<file path="src/rtl/radmon_pkg.sv">
// Shared types and constants for the radiation monitor collector.
// Imported by the collector top and its interface users.
package radmon_pkg;

  typedef enum logic {
    IDLE = 1'b0,
    SEND = 1'b1
  } state_t;

  localparam int DROP_W = 8;

  function automatic logic [DROP_W-1:0] sat_inc(
    input logic [DROP_W-1:0] v
  );
    return (&v) ? v : v + DROP_W'(1);
  endfunction

endpackage

</file>
<file path="src/rtl/radiation_monitor_collector_if.sv">
// Word stream from the collector to its consumer.
// Valid/ready handshake with channel index and last flag.
interface radiation_monitor_collector_if #(
  parameter int W = 8,
  parameter int N = 8
);
  localparam int CW = $clog2(N);

  logic [W-1:0]  data_o;
  logic [CW-1:0] chan_o;
  logic          last_o;
  logic          valid_o;
  logic          ready_i;

  modport master (
    output data_o,
    output chan_o,
    output last_o,
    output valid_o,
    input  ready_i
  );

  modport slave (
    input  data_o,
    input  chan_o,
    input  last_o,
    input  valid_o,
    output ready_i
  );
endinterface

</file>
<file path="src/rtl/radiation_monitor_period_timer.sv">
// Free-running snapshot period timer.
// Pulses expire_o on the terminal count; a zero period disables it.
module radiation_monitor_period_timer #(
  parameter int G_PERIOD_CYCLES = 1000000
) (
  input  logic clk_i,
  input  logic rst_ni,
  output logic expire_o
);

  generate
    if (G_PERIOD_CYCLES == 0) begin : g_off
      logic w_unused;
      assign w_unused = clk_i ^ rst_ni;
      assign expire_o = 1'b0;
    end else begin : g_on
      localparam int TW =
        (G_PERIOD_CYCLES > 1) ? $clog2(G_PERIOD_CYCLES) : 1;
      localparam logic [TW-1:0] TC = TW'(G_PERIOD_CYCLES - 1);

      logic [TW-1:0] r_cnt;

      always_ff @(posedge clk_i or negedge rst_ni) begin
        if (!rst_ni) begin
          r_cnt <= '0;
        end else if (r_cnt == TC) begin
          r_cnt <= '0;
        end else begin
          r_cnt <= r_cnt + 1'b1;
        end
      end

      assign expire_o = (r_cnt == TC);
    end
  endgenerate

endmodule

</file>
<file path="src/rtl/radiation_monitor_collector.sv">
// Radiation monitor snapshot collector.
// Latches all channel counters on a trigger and streams one word each.
module radiation_monitor_collector
  import radmon_pkg::*;
#(
  parameter int G_NUM_CHANNELS  = 8,
  parameter int G_COUNTER_WIDTH = 8,
  parameter int G_PERIOD_CYCLES = 1000000,
  parameter int G_DELTA_MODE    = 0
) (
  input  logic clk_i,
  input  logic rst_ni,
  input  logic [G_NUM_CHANNELS*G_COUNTER_WIDTH-1:0] counters_i,
  input  logic snapshot_i,
  radiation_monitor_collector_if.master stream,
  output logic busy_o,
  output logic [DROP_W-1:0] dropped_o
);

  localparam int N  = G_NUM_CHANNELS;
  localparam int W  = G_COUNTER_WIDTH;
  localparam int CW = $clog2(N);
  localparam logic [CW-1:0] LAST_IDX = CW'(N - 1);

  logic [1:0]        r_rst_sync;
  logic              w_rst_n;
  state_t            r_state;
  state_t            w_state_nxt;
  logic [CW-1:0]     r_idx;
  logic [CW-1:0]     w_idx_nxt;
  logic [W-1:0]      r_snap [N];
  logic [W-1:0]      w_base;
  logic [W-1:0]      w_word;
  logic [DROP_W-1:0] r_dropped;
  logic              w_expire;
  logic              w_trig;
  logic              w_valid;
  logic              w_last;
  logic              w_hs;
  logic              w_cap;
  logic              w_drop;

  // Assert immediately, release two clean edges after rst_ni rises.
  always_ff @(posedge clk_i or negedge rst_ni) begin
    if (!rst_ni) begin
      r_rst_sync <= '0;
    end else begin
      r_rst_sync <= {r_rst_sync[0], 1'b1};
    end
  end

  assign w_rst_n = r_rst_sync[1];

  radiation_monitor_period_timer #(
    .G_PERIOD_CYCLES(G_PERIOD_CYCLES)
  ) u_timer (
    .clk_i   (clk_i),
    .rst_ni  (w_rst_n),
    .expire_o(w_expire)
  );

  assign w_trig  = snapshot_i | w_expire;
  assign w_valid = (r_state == SEND);
  assign w_last  = (r_idx == LAST_IDX);
  assign w_hs    = w_valid & stream.ready_i;

  always_comb begin
    w_state_nxt = r_state;
    w_idx_nxt   = r_idx;
    w_cap       = 1'b0;
    w_drop      = 1'b0;
    unique case (r_state)
      IDLE: begin
        if (w_trig) begin
          w_cap       = 1'b1;
          w_idx_nxt   = '0;
          w_state_nxt = SEND;
        end
      end
      SEND: begin
        w_drop = w_trig;
        if (w_hs) begin
          if (w_last) begin
            w_idx_nxt   = '0;
            w_state_nxt = IDLE;
          end else begin
            w_idx_nxt = r_idx + 1'b1;
          end
        end
      end
      default: begin
        w_state_nxt = IDLE;
      end
    endcase
  end

  always_ff @(posedge clk_i or negedge w_rst_n) begin
    if (!w_rst_n) begin
      r_state <= IDLE;
      r_idx   <= '0;
    end else begin
      r_state <= w_state_nxt;
      r_idx   <= w_idx_nxt;
    end
  end

  always_ff @(posedge clk_i or negedge w_rst_n) begin
    if (!w_rst_n) begin
      r_dropped <= '0;
    end else if (w_drop) begin
      r_dropped <= sat_inc(r_dropped);
    end
  end

  always_ff @(posedge clk_i or negedge w_rst_n) begin
    if (!w_rst_n) begin
      for (int k = 0; k < N; k++) begin
        r_snap[k] <= '0;
      end
    end else if (w_cap) begin
      for (int k = 0; k < N; k++) begin
        r_snap[k] <= counters_i[k*W +: W];
      end
    end
  end

  generate
    if (G_DELTA_MODE != 0) begin : g_delta
      logic [W-1:0] r_prev [N];

      always_ff @(posedge clk_i or negedge w_rst_n) begin
        if (!w_rst_n) begin
          for (int k = 0; k < N; k++) begin
            r_prev[k] <= '0;
          end
        end else if (w_cap) begin
          for (int k = 0; k < N; k++) begin
            r_prev[k] <= r_snap[k];
          end
        end
      end

      assign w_base = r_prev[r_idx];
    end else begin : g_raw
      assign w_base = '0;
    end
  endgenerate

  // Modular subtraction gives the correct delta across counter wrap.
  assign w_word = r_snap[r_idx] - w_base;

  assign stream.valid_o = w_valid;
  assign stream.data_o  = w_valid ? w_word : '0;
  assign stream.chan_o  = r_idx;
  assign stream.last_o  = w_valid & w_last;
  assign busy_o         = w_valid;
  assign dropped_o      = r_dropped;

endmodule

</file>
<file path="src/flat_wrapper.sv">
// flat-port wrapper written by rule: the top's interface ports become plain ports
module radiation_monitor_collector_flat import radmon_pkg::*;
#(
  parameter int G_NUM_CHANNELS  = 8,
  parameter int G_COUNTER_WIDTH = 8,
  parameter int G_PERIOD_CYCLES = 1000000,
  parameter int G_DELTA_MODE    = 0
)
  (clk_i, rst_ni, counters_i, snapshot_i, busy_o, dropped_o, stream_data_o, stream_chan_o, stream_last_o, stream_valid_o, stream_ready_i);
  radiation_monitor_collector_if #(.W((8)), .N((4))) stream_i ();
  input  logic clk_i;
  input  logic rst_ni;
  input  logic [G_NUM_CHANNELS*G_COUNTER_WIDTH-1:0] counters_i;
  input  logic snapshot_i;
  output logic busy_o;
  output logic [DROP_W-1:0] dropped_o;
  output wire logic [$bits(stream_i.data_o)-1:0] stream_data_o;
  output wire logic [$bits(stream_i.chan_o)-1:0] stream_chan_o;
  output wire logic [$bits(stream_i.last_o)-1:0] stream_last_o;
  output wire logic [$bits(stream_i.valid_o)-1:0] stream_valid_o;
  input wire logic [$bits(stream_i.ready_i)-1:0] stream_ready_i;
  assign stream_data_o = stream_i.data_o;
  assign stream_chan_o = stream_i.chan_o;
  assign stream_last_o = stream_i.last_o;
  assign stream_valid_o = stream_i.valid_o;
  assign stream_i.ready_i = stream_ready_i;
  radiation_monitor_collector #(.G_NUM_CHANNELS(G_NUM_CHANNELS), .G_COUNTER_WIDTH(G_COUNTER_WIDTH), .G_PERIOD_CYCLES(G_PERIOD_CYCLES), .G_DELTA_MODE(G_DELTA_MODE)) u_core (.clk_i(clk_i), .rst_ni(rst_ni), .counters_i(counters_i), .snapshot_i(snapshot_i), .stream(stream_i), .busy_o(busy_o), .dropped_o(dropped_o));
endmodule
</file>
<file path="config.mk">
export PLATFORM = sky130hd
export DESIGN_NAME = radiation_monitor_collector_flat
export DESIGN_NICKNAME = d
export VERILOG_FILES = /design/src/rtl/radmon_pkg.sv /design/src/rtl/radiation_monitor_collector_if.sv /design/src/rtl/radiation_monitor_period_timer.sv /design/src/rtl/radiation_monitor_collector.sv /design/src/flat_wrapper.sv
export SDC_FILE = /design/constraint.sdc
export NUM_CORES = 1
export LEC_CHECK = 0
export CAP_MARGIN = 20
export CORE_UTILIZATION = 56
export CTS_CLUSTER_DIAMETER = 120
export DETAILED_ROUTE_END_ITERATION = 8
export PLACE_DENSITY = 0.85
export RECOVER_POWER = 50
export SYNTH_ARGS = -nofsm -noshare
export SYNTH_HDL_FRONTEND = slang
export SYNTH_SLANG_ARGS = --single-unit
</file>
<file path="constraint.sdc">
create_clock -name clk_i -period 7.9 [get_ports clk_i]
set_input_delay 1.185 -clock clk_i [delete_from_list [all_inputs] [get_ports clk_i]]
set_output_delay 1.185 -clock clk_i [all_outputs]
set_load 0.03 [all_outputs]
</file>
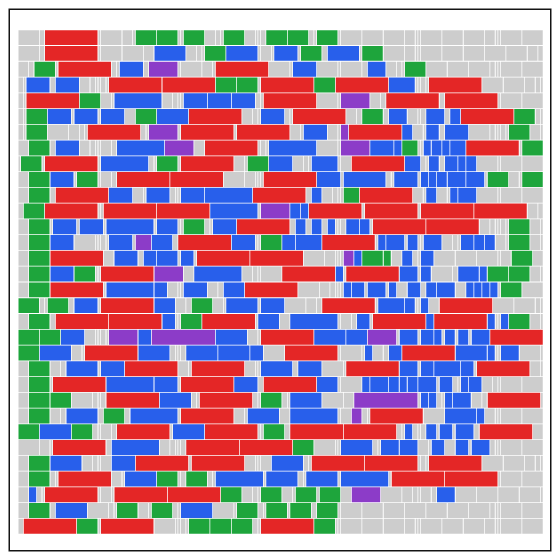
Figure 1: run 1, placement by cell class.
Fill, decap, tap and diode cells in gray.
| class | color | cells | share of their area |
|---|---|---|---|
| remaining buffers and delay cells | green | 91 | 16% |
| clock drivers and dummy loads | purple | 16 | 3.9% |
| registers | red | 98 | 44% |
| remaining logic cells | blue | 208 | 36% |

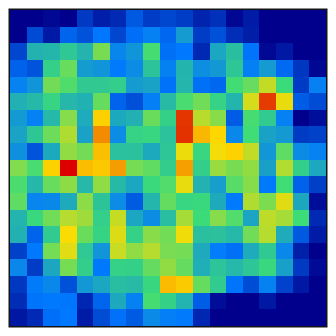
Figure 2: run 1, wiring heat map.
The die is cut into 19 by 19 equal tiles; dark blue is low, red is high, scaled to the fullest tile. Values are wire area over tile area, all layers added.
nearly empty tiles: 9.1%
tiles over half the peak: 27%
fullest tile: 0.46

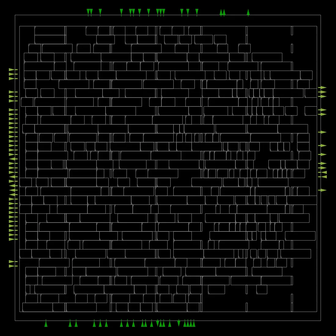
Figure 3: run 1, placed standard cells.
Fillers: 528
Post-Layout Cell Count: 515

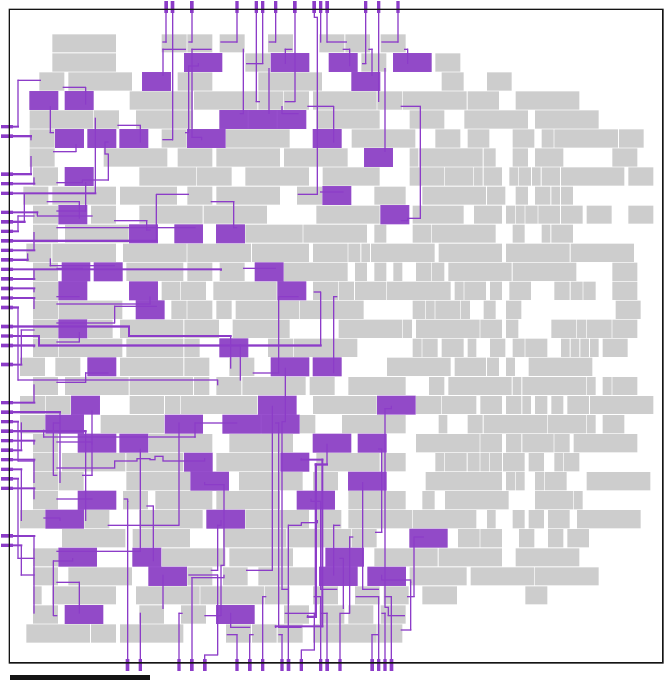
Figure 4: run 1, nets reached from selected ports.
Scale bar: 20 µm.
| port | color | bits | direction | edge | end cells | buffers | wire |
|---|---|---|---|---|---|---|---|
| `counters_i` | purple | 64 | input | 32 left, 18 bottom, 14 top | 64 | 64 | 1540 µm |

==> qor.csv, run 1 <==
metric,value,unit
Tmin final,4.37,ns
DRC violations left,0,
die area,8680,µm²
Tot GR Track Use,0.235,
io pins,89,
Max Cap Viol,1,
Leakage,0.00243,µW
reg-to-reg startpoint,u_core.r_rst_sync[1],
Max Slew Vio Count,67,
Critical Path RT,7.60,ns
fin util,0.727,
sequential power share,0.399,
clock sink total,98,
Post-CTS Resized,0,
worst rel slew slack,-1.29,
fin area,5740,µm²
IO buf count,88,
flip-flops,98,
postcts setup bufs,0,
P_seq,862,µW
Final Skew,0.0129,ns
Non-clk bufs,91,
Clock transition at path regs,0.10,ns
post-synthesis register bit count,98,
clk ins delay skew pair,0.36,ns
failing checks,"capacitance limit, slew limit",
worst-case vdd ir drop,0.420,mV
CP bufs+invs,1,
Sw Ratio,0.343,
Crit-path slowest cell,clkbuf_1,
placed insts,499,
status,"finished, violations left",
HPWL after DPL,6540,µm
vias in the first global route,3136,
Area leader share,0.527,
first-pass GRT wire length,15300,µm
Biggest register,u_core.r_snap,
CP cell instances,clkbuf_1,
num rows,32,
switching pwr,742,µW
CP Launch Point,u_core.r_rst_sync[1],
FF/Latch Area,2450,µm²
Mean Syn Cell Area,14.4,µm²
ys cells,324,
"Seq share, synth",0.527,
run 1: kinds of logic after synthesis:
family	count (synthesis)	share of synthesized area
AND-OR/OR-AND	6	0.00753
adder cells (fa/ha/maj)	4	0.0108
other	1	0.000806
XOR/XNOR	22	0.0414
multiplexers	91	0.278
buffers and inverters	19	0.0352
flip-flops	98	0.527
AND/OR/NAND/NOR	83	0.0989
run 1: metal layers:
metal / vias up / routed length, µm / GRT usage
li1: 1321 / - / -
met1: 1451 / 3890 / 0.289
met3: 18 / 428 / 0.0512
met2: 79 / 4710 / 0.401
met5: - / 0 / 0
met4: 0 / 201 / 0.100
==> run 2, diff against run 1 <==
--- a/config.mk
+++ b/config.mk
@@ -6,10 +6,10 @@
 export NUM_CORES = 1
 export LEC_CHECK = 0
 export CAP_MARGIN = 20
-export CORE_UTILIZATION = 56
+export CORE_UTILIZATION = 47
 export CTS_CLUSTER_DIAMETER = 120
 export DETAILED_ROUTE_END_ITERATION = 8
-export PLACE_DENSITY = 0.85
+export PLACE_DENSITY = 0.76
 export RECOVER_POWER = 50
 export SYNTH_ARGS = -nofsm -noshare
 export SYNTH_HDL_FRONTEND = slang
==> constraint.sdc (replaced) <==
create_clock -name clk_i -period 4 [get_ports clk_i]
set_input_delay 0.6 -clock clk_i [delete_from_list [all_inputs] [get_ports clk_i]]
set_output_delay 0.6 -clock clk_i [all_outputs]
set_load 0.03 [all_outputs]
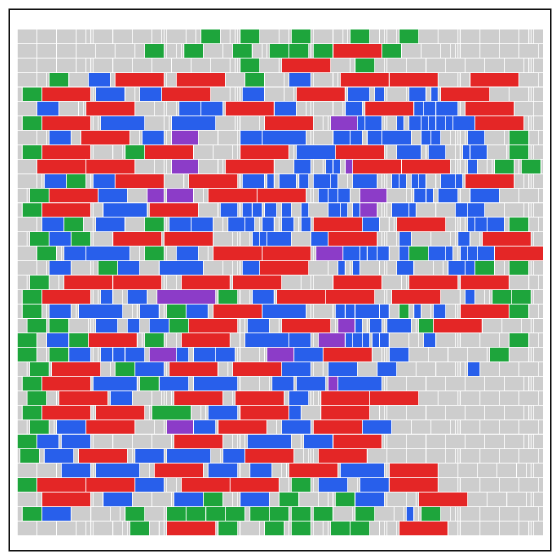
Figure 5: run 2, placement by cell class.
Fill, decap, tap and diode cells in gray.
| class | color | cells | share of their area |
|---|---|---|---|
| remaining buffers and delay cells | green | 91 | 16% |
| registers | red | 98 | 44% |
| remaining logic cells | blue | 208 | 36% |
| clock drivers and dummy loads | purple | 16 | 3.6% |
fin area: 5770 µm²
num rows: 35
fin util: 0.612
CORE AREA: 9420 µm²
flop share of the area: 0.425

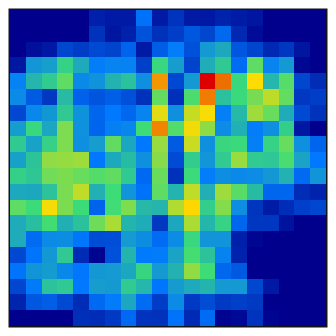
Figure 6: run 2, wiring heat map.
The die is cut into 20 by 20 equal tiles; dark blue is low, red is high, scaled to the fullest tile. Values are wire area over tile area, all layers added.
emptiest ninth of the die: bottom right
mean over tiles: 0.14
nearly empty tiles: 14%
tiles over half the peak: 16%
fullest tile: 0.50

==> qor.csv, run 2 <==
metric,value,unit,change
flip-flops,98,,unchanged
M1 GR Usage,0.254,,-0.0349
Max Slew Vio Count,51,,-24%
hold_ws,0.363,ns,
failing checks,"capacitance limit, slew limit",,
Tmin final,3.22,ns,
Gate Area,2030,µm²,
Synth cell types,37,,
Post-CTS Resized,0,,unchanged
Fillers,738,,+40%
Max Cap Viol,1,,unchanged
postcts setup bufs,0,,unchanged
Mean Syn Cell Area,14.4,µm²,unchanged
status,"finished, violations left",,
Hold Path End,u_core.r_rst_sync[1],,
setup tns final,0,ns,
Pre-Place Util,0.494,,
"Inverters, non-clock",1,,
met3 WL,556,µm,+30%
Largest cell class,flip-flops and latches,,
CTS tree,yes,,
first-pass GRT wire length,14900,µm,-2.1%
Yosys chip area,4650,µm²,
multi-input combinational gate total,207,,
worst rel slew slack,-0.321,,+0.966
Area leader share,0.527,,unchanged
combinational share of cell area,0.353,,
Worst R2R Setup Slack,1.14,ns,
unrepaired setup endpoints after global routing,no,,
Setup crit end kind,output pin,,
Final Skew,0.0140,ns,+0.00108 ns
Iter 0 DRT Violations,107,,
Met2 Wirelength,4410,µm,-6.5%
"Data arrival, critical path",2.62,ns,
sequential power share,0.406,,+0.007
Biggest register,u_core.r_snap,,
post-synthesis register bit count,98,,unchanged
Syn Std Cell Area,4650,µm²,
HPWL after DPL,6440,µm,-1.5%
reg-to-reg startpoint,u_core.r_rst_sync[1],,
most frequent cells after synthesis,"98 x dfrtp_1, 40 x mux2_2, 27 x mux2_4",,
clock sink total,98,,unchanged
CP Launch Type,flop,,
Leakage,0.00243,µW,about the same
clk ins delay skew pair,0.36,ns,about the same
Die Width,102,µm,
Power per Cell Area,723,nW/µm²,
Pint,2750,µW,
cell with the most instances after synthesis,dfrtp_1,,
Dominant flop cell,dfrtp_1,,
"Seq share, synth",0.527,,unchanged
die area,10300,µm²,+19%
gr busiest metal,met2,,
placed insts,526,,+5.4%
ClkCell Share,0.0351,,
vias in the first global route,3031,,-3.3%
gpl congestion,0.805,,
Sw Ratio,0.341,,-0.00257
cts bufs inserted,9,,
WL final,9050,µm,
ys cells,324,,unchanged
share of cells above drive strength 1,0.252,,
Clock transition at path regs,0.09,ns,about the same
DRC violations left,0,,unchanged
Non-clk bufs,91,,unchanged
switching pwr,1420,µW,+91%
P_seq,1690,µW,+96%
Cell area leaders,"dfrtp_1 53%, mux2_2 9.7%, mux2_4 8.7%",,
CP Launch Point,u_core.r_idx[1],,
routing usage on met2,0.312,,-0.0890
Max Used Layer,met4,,
ys async rst share,1.00,,
worst-case vdd ir drop,0.888,mV,+110%
Post-Layout Cell Count,542,,+5.2%
syn nets,396,,
wire length on met1,3960,µm,+1.8%
Critical Path RT,3.40,ns,-4.20 ns
M3 GR Usage,0.0511,,-0.000150
FF/Latch Area,2450,µm²,unchanged
Tot GR Track Use,0.194,,-0.0411
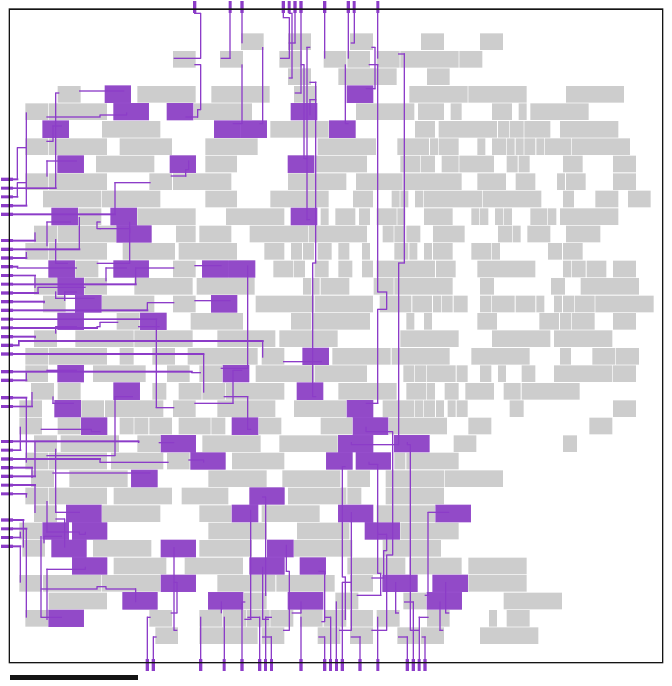
Figure 7: run 2, nets reached from selected ports.
Scale bar: 20 µm.
| port | color | bits | direction | edge | end cells | buffers | wire |
|---|---|---|---|---|---|---|---|
| `counters_i` | purple | 64 | input | 34 left, 19 bottom, 11 top | 64 | 64 | 1550 µm |
IO buf count: 88
io pins: 89

## run 2: cell types whose count changed in the layout (fill, tap and decap cells not counted), sizes merged
| cell | change |
|---|---|
| inv | +1 |
| clkinv | +1 |
| bufinv | -1 |
| clkinvlp | -1 |
## run 2: critical path, stage by stage, from the launching register on
cell             delay [ns]
dfrtp_1                0.93
mux4_2                 0.38
mux2i_1                0.08
nor2b_1                0.18
clkdlybuf4s50_1        0.70
## run 2: logic make-up after synthesis
| logic type | share of synthesized area |
|---|---|
| xor gates and xnor gates | 0.0414 |
| DFF | 0.527 |
| muxes | 0.278 |
| and+or+nand+nor | 0.0989 |
| AOI/OAI and AO/OA | 0.00753 |
| other | 0.000806 |
| buffers and inverters | 0.0352 |
| adders and majority gates | 0.0108 |
No activity file was given, so power comes from the tool's default toggle rates.
